$ cat src/rtl/id_ex_issue_pkg.sv
// Shared decode constants for the ID/EX issue stage: ALU op codes, RV32I
// opcodes, operand select codes, immediate field widths and the EX-slot record.
package id_ex_issue_pkg;

  // ALU operation codes
  localparam logic [3:0] ALU_ADD  = 4'b0000;
  localparam logic [3:0] ALU_SUB  = 4'b1000;
  localparam logic [3:0] ALU_SLL  = 4'b0001;
  localparam logic [3:0] ALU_SLT  = 4'b0010;
  localparam logic [3:0] ALU_SLTU = 4'b0011;
  localparam logic [3:0] ALU_XOR  = 4'b0100;
  localparam logic [3:0] ALU_SRL  = 4'b0101;
  localparam logic [3:0] ALU_SRA  = 4'b1101;
  localparam logic [3:0] ALU_OR   = 4'b0110;
  localparam logic [3:0] ALU_AND  = 4'b0111;

  // RV32I major opcodes
  localparam logic [6:0] OPC_OP     = 7'b0110011;
  localparam logic [6:0] OPC_OP_IMM = 7'b0010011;
  localparam logic [6:0] OPC_LUI    = 7'b0110111;
  localparam logic [6:0] OPC_AUIPC  = 7'b0010111;
  localparam logic [6:0] OPC_LOAD   = 7'b0000011;
  localparam logic [6:0] OPC_STORE  = 7'b0100011;
  localparam logic [6:0] OPC_JAL    = 7'b1101111;
  localparam logic [6:0] OPC_JALR   = 7'b1100111;
  localparam logic [6:0] OPC_BRANCH = 7'b1100011;

  // funct7 values accepted by the integer ops
  localparam logic [6:0] F7_BASE = 7'b0000000;
  localparam logic [6:0] F7_ALT  = 7'b0100000;

  // Immediate-format field widths
  localparam int IMM_I_W = 12;
  localparam int IMM_S_W = 12;
  localparam int IMM_B_W = 13;
  localparam int IMM_U_W = 20;
  localparam int SHAMT_W = 5;

  // Operand select codes
  localparam logic [1:0] SEL1_RS1  = 2'd0;
  localparam logic [1:0] SEL1_PC   = 2'd1;
  localparam logic [1:0] SEL1_ZERO = 2'd2;
  localparam logic [1:0] SEL2_RS2  = 2'd0;
  localparam logic [1:0] SEL2_IMM  = 2'd1;
  localparam logic [1:0] SEL2_ZERO = 2'd2;

  // Contents of the EX slot; all-zero is the bubble
  typedef struct packed {
    logic        valid;
    logic [3:0]  alu_op;
    logic [31:0] data1;
    logic [31:0] data2;
    logic [31:0] rs2;
    logic [4:0]  rd;
    logic        reg_write;
    logic        illegal;
  } issue_t;

  localparam issue_t BUBBLE = '0;

endpackage

$ cat src/rtl/id_ex_issue_decode.sv
// Combinational RV32I decode for the issue stage: ALU op, operand selects,
// immediate, register indices and the unsupported-instruction flag.
module issue_decode
  import id_ex_issue_pkg::*;
(
  input  logic [31:0] instr,
  output logic [3:0]  alu_op,
  output logic [1:0]  sel1,
  output logic [1:0]  sel2,
  output logic [31:0] imm,
  output logic [4:0]  rs1,
  output logic [4:0]  rs2,
  output logic [4:0]  rd,
  output logic        writes_rd,
  output logic        illegal
);

  logic [6:0]  opcode;
  logic [2:0]  funct3;
  logic [6:0]  funct7;
  logic [31:0] imm_i;
  logic [31:0] imm_s;
  logic [31:0] imm_b;
  logic [31:0] imm_u;
  logic [31:0] imm_sh;

  assign opcode = instr[6:0];
  assign funct3 = instr[14:12];
  assign funct7 = instr[31:25];
  assign rs1    = instr[19:15];
  assign rs2    = instr[24:20];
  // Only formats that write a register report a destination
  assign rd     = writes_rd ? instr[11:7] : 5'd0;

  assign imm_i  = {{(32-IMM_I_W){instr[31]}}, instr[31:20]};
  assign imm_s  = {{(32-IMM_S_W){instr[31]}}, instr[31:25], instr[11:7]};
  assign imm_b  = {{(32-IMM_B_W){instr[31]}}, instr[31], instr[7], instr[30:25], instr[11:8], 1'b0};
  assign imm_u  = {instr[31:32-IMM_U_W], {(32-IMM_U_W){1'b0}}};
  // Shift-immediates carry only the shift amount, not the funct7 bits
  assign imm_sh = {{(32-SHAMT_W){1'b0}}, instr[24:20]};

  // Decode by major opcode; defaults describe an illegal/zero-operand ADD
  always_comb begin
    alu_op    = ALU_ADD;
    sel1      = SEL1_ZERO;
    sel2      = SEL2_ZERO;
    imm       = '0;
    writes_rd = 1'b0;
    illegal   = 1'b0;
    case (opcode)
      OPC_OP: begin
        if (funct7 == F7_BASE || (funct7 == F7_ALT && (funct3 == 3'b000 || funct3 == 3'b101))) begin
          alu_op    = {funct7[5], funct3};
          sel1      = SEL1_RS1;
          sel2      = SEL2_RS2;
          writes_rd = 1'b1;
        end else begin
          illegal = 1'b1;
        end
      end
      OPC_OP_IMM: begin
        sel1      = SEL1_RS1;
        sel2      = SEL2_IMM;
        writes_rd = 1'b1;
        alu_op    = {1'b0, funct3};
        imm       = imm_i;
        if (funct3 == 3'b001) begin
          imm = imm_sh;
          if (funct7 != F7_BASE) begin
            illegal = 1'b1;
          end
        end else if (funct3 == 3'b101) begin
          imm = imm_sh;
          if (funct7 == F7_ALT) begin
            alu_op = ALU_SRA;
          end else if (funct7 != F7_BASE) begin
            illegal = 1'b1;
          end
        end
      end
      OPC_LUI: begin
        sel1 = SEL1_ZERO; sel2 = SEL2_IMM; imm = imm_u; writes_rd = 1'b1;
      end
      OPC_AUIPC: begin
        sel1 = SEL1_PC; sel2 = SEL2_IMM; imm = imm_u; writes_rd = 1'b1;
      end
      OPC_LOAD: begin
        sel1 = SEL1_RS1; sel2 = SEL2_IMM; imm = imm_i; writes_rd = 1'b1;
      end
      OPC_STORE: begin
        sel1 = SEL1_RS1; sel2 = SEL2_IMM; imm = imm_s;
      end
      OPC_JAL, OPC_JALR: begin
        sel1 = SEL1_PC; sel2 = SEL2_IMM; imm = 32'd4; writes_rd = 1'b1;
      end
      OPC_BRANCH: begin
        sel1 = SEL1_PC; sel2 = SEL2_IMM; imm = imm_b;
      end
      default: illegal = 1'b1;
    endcase
    // An unsupported instruction issues as a harmless zero-operand ADD
    if (illegal) begin
      alu_op    = ALU_ADD;
      sel1      = SEL1_ZERO;
      sel2      = SEL2_ZERO;
      imm       = '0;
      writes_rd = 1'b0;
    end
  end

endmodule

$ cat src/rtl/id_ex_issue.sv
// ID/EX issue register: decodes the instruction in the decode slot, forwards
// operands from EX/MEM and MEM/WB, and registers the result into the EX slot.
module id_ex_issue
  import id_ex_issue_pkg::*;
#(
  parameter int XLEN = 32
) (
  input  logic            clk,
  input  logic            rst,
  input  logic            in_valid,
  input  logic [31:0]     in_instr,
  input  logic [XLEN-1:0] in_pc,
  input  logic [XLEN-1:0] rs1_data,
  input  logic [XLEN-1:0] rs2_data,
  input  logic [4:0]      ex_rd,
  input  logic            ex_reg_write,
  input  logic [XLEN-1:0] ex_result,
  input  logic [4:0]      wb_rd,
  input  logic            wb_reg_write,
  input  logic [XLEN-1:0] wb_result,
  input  logic            stall,
  input  logic            flush,
  output logic            out_valid,
  output logic [3:0]      out_alu_op,
  output logic [XLEN-1:0] out_data1,
  output logic [XLEN-1:0] out_data2,
  output logic [XLEN-1:0] out_rs2,
  output logic [4:0]      out_rd,
  output logic            out_reg_write,
  output logic            out_illegal
);

  logic [3:0]  dec_op;
  logic [1:0]  dec_sel1;
  logic [1:0]  dec_sel2;
  logic [31:0] dec_imm;
  logic [4:0]  dec_rs1;
  logic [4:0]  dec_rs2;
  logic [4:0]  dec_rd;
  logic        dec_writes;
  logic        dec_illegal;
  logic [31:0] rs1_val;
  logic [31:0] rs2_val;
  issue_t      stage_next;
  issue_t      stage_reg;

  issue_decode u_decode (
    .instr     (in_instr),
    .alu_op    (dec_op),
    .sel1      (dec_sel1),
    .sel2      (dec_sel2),
    .imm       (dec_imm),
    .rs1       (dec_rs1),
    .rs2       (dec_rs2),
    .rd        (dec_rd),
    .writes_rd (dec_writes),
    .illegal   (dec_illegal)
  );

  // Youngest producer wins; x0 is hard-wired to zero whatever the bypass says
  function automatic logic [31:0] forward(input logic [4:0] rs, input logic [31:0] rf);
    if (rs == 5'd0)                         return 32'd0;
    else if (ex_reg_write && ex_rd == rs)   return ex_result;
    else if (wb_reg_write && wb_rd == rs)   return wb_result;
    else                                    return rf;
  endfunction

  // Forwarded operands and the would-be EX slot contents
  always_comb begin
    rs1_val = forward(dec_rs1, rs1_data);
    rs2_val = forward(dec_rs2, rs2_data);
    stage_next           = BUBBLE;
    stage_next.valid     = 1'b1;
    stage_next.alu_op    = dec_op;
    stage_next.rd        = dec_rd;
    stage_next.reg_write = dec_writes && (dec_rd != 5'd0);
    stage_next.illegal   = dec_illegal;
    stage_next.rs2       = dec_illegal ? 32'd0 : rs2_val;
    case (dec_sel1)
      SEL1_RS1: stage_next.data1 = rs1_val;
      SEL1_PC:  stage_next.data1 = in_pc;
      default:  stage_next.data1 = 32'd0;
    endcase
    case (dec_sel2)
      SEL2_RS2: stage_next.data2 = rs2_val;
      SEL2_IMM: stage_next.data2 = dec_imm;
      default:  stage_next.data2 = 32'd0;
    endcase
  end

  // EX slot register: flush beats stall, an empty decode slot loads a bubble
  always_ff @(posedge clk or posedge rst) begin
    if (rst) begin
      stage_reg <= BUBBLE;
    end else if (flush) begin
      stage_reg <= BUBBLE;
    end else if (!stall) begin
      stage_reg <= in_valid ? stage_next : BUBBLE;
    end
  end

  assign out_valid     = stage_reg.valid;
  assign out_alu_op    = stage_reg.alu_op;
  assign out_data1     = stage_reg.data1;
  assign out_data2     = stage_reg.data2;
  assign out_rs2       = stage_reg.rs2;
  assign out_rd        = stage_reg.rd;
  assign out_reg_write = stage_reg.reg_write;
  assign out_illegal   = stage_reg.illegal;

endmodule
$ cat config.mk
export PLATFORM = sky130hd
export DESIGN_NAME = id_ex_issue
export DESIGN_NICKNAME = d
export VERILOG_FILES = /design/src/rtl/id_ex_issue_pkg.sv /design/src/rtl/id_ex_issue_decode.sv /design/src/rtl/id_ex_issue.sv
export SDC_FILE = /design/constraint.sdc
export NUM_CORES = 1
export LEC_CHECK = 0
export ABC_AREA = 1
export CORE_ASPECT_RATIO = 1.4
export CORE_MARGIN = 3
export CORE_UTILIZATION = 48
export CTS_CLUSTER_SIZE = 16
export DETAILED_ROUTE_END_ITERATION = 10
export PLACE_DENSITY_LB_ADDON = 0.2
export SLEW_MARGIN = 15
export SYNTH_ARGS = -nofsm -noshare
export SYNTH_HDL_FRONTEND = slang
export SYNTH_HIERARCHICAL = 1
export SYNTH_SLANG_ARGS = --single-unit
$ cat constraint.sdc
create_clock -name clk -period 5.15 [get_ports clk]
set_input_delay 0.515 -clock clk [delete_from_list [all_inputs] [get_ports clk]]
set_output_delay 0.515 -clock clk [all_outputs]
set_load 0.02 [all_outputs]
layer_met1.png
Drawn at 2 px/um. Supply wires on this layer in grey.
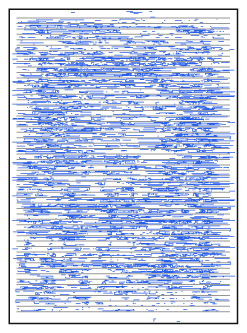
1555 nets have wire on it. The wires run mostly horizontal. The layer holds 38% of the routed length. The longest straight run is 64.9 um.

layer_met2.png
Drawn at 2 px/um.
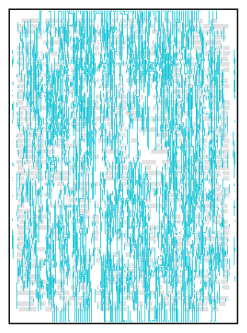
The longest straight run is 74.5 um. The layer carries 14600 um of wire.
routing usage on met2: 57.5%
final WL: 30.3 mm

layer_met3.png
Drawn at 2 px/um.
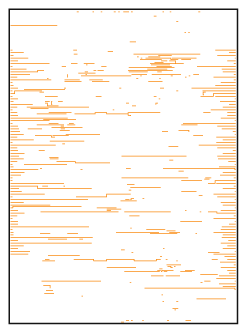
277 nets have wire on it. The layer carries 2630 um of wire. The layer holds 8.7% of the routed length.
via count: 9341
grt met3 use: 7.12%

-- cell type report --
| class | instances | share of cell area (%) |
|---|---|---|
| repair buffers | 326 | 29.0 |
| well taps | 196 | 2.19 |
| inverters | 56 | 1.90 |
| flip-flops and latches | 108 | 24.1 |
| clock buffers | 11 | 2.26 |
| multi-input cells | 1032 | 40.0 |
| clock inverters | 5 | 0.525 |
-- metal layers --
layer  global-route usage [%]  wire length, um  up-vias
met2                     57.5            14600      507
li1                         -                -     4551
met3                     7.12             2630       98
met1                     41.4            11500     4185
met5                        0                0        -
met4                     17.0             1600        0
-- kinds of logic after synthesis --
family,Yosys count,synth area share (%)
AND/OR/NAND/NOR,989,53.3
buffers and inverters,138,8.10
flip-flops,108,34.9
AND-OR/OR-AND,42,3.60
XOR/XNOR,1,0.113
==> impl_metrics.yaml <==
# synthesis and place-and-route metrics
final_timing:
  max_freq_mhz: 298
  slew_headroom_pct: 39.1
  finalClockPeriodUsage_pct: 65.1
  worstMarginPinSlew_ns: 0.912
  final_hold_viol_count: 0
  clock-skew-final_ns: 0
  fin_crit_ns: 3.35
synthesis:
  syn_area_sq_um: 7750
  flop_cell: "dfrtp_1"
  postSynthSeqShare_pct: 34.9
  yosys_area_sq_um: 7750
  ys_seq_elements: 108
  top_cell: "nand2_1"
  edf_count: 0
  synthArstFlopShare_pct: 100
  ys_cells: 1278
  yosysWarnings: 6
  yosysTopAreaCellShare_pct: 34.9
power:
  seq-power_uw: 854
  combPwrFrac_pct: 20.7
  p_sw_uw: 577
  p_clk_share_pct: 37.2
  maxPowerGroup: "registers"
placed_design:
  portBuffers: 316
  place.gp.congestion: 0.936
  dp_slack_ns: 1.40
routing:
  drc: 1
  drt-initial-drc-count: 927
floorplanning:
  rows: 54
  dieHeight_um: 156
  fp_util_pct: 49.4
setup_path:
  endpoint: "out_data1[9]"
  regToRegSetupSlack_ns: 4.44
  r2r_start: "out_illegal"
  cp_common_cell: "nand2_1"
  path_cells: "clkdlybuf4s50_1, nor2_2, nand2_1, nor2_2, nor2_1, nand4_1, nand3_1, nor2_4, nand2_1, nand2_1, nand2_1, nand2_1"
  cp.buffers_inverters: 1
  end_kind: "register"
  path_delay_family: "simple AND/OR/NAND/NOR gates"
  rr_worst_depth: 1
  cp.depth: 12
  r2r_end: "out_illegal"
  worstPathArrival_ns: 3.66
final_layout:
  final_cell_mix: "577 x nand2_1, 316 x clkdlybuf4s50_1, 178 x nand3_1"
  instances_no_fill: 1734
  final_common_cell: "nand2_1"
  fillerInstances: 1380
  antennaDiodeCount: 0
worst_hold_path:
  min_path_type: "register to register"
  hp-start: "out_data1[26]"
  hold_end: "out_data1[26]"
  holdPathStages: 2
clock_network:
  path_clk_slew_ns: 0.08
  cts_hold_buf: 0
  cts_buffer_depth: 2
  tritoncts: "yes"
  cts-resized-gates: 0
  cts_made_buffers: 9
  post-cts-setup-buffer-count: 0
global_route:
  grt_pass1_vias: 9247
  grt-ovfl-total: 0
  grt_max_degree: 95
  antenna_found_initial: 0
run_status:
  status: "finished with violations"
  violations: "DRC"
Power is estimated from default activity; no workload was simulated.
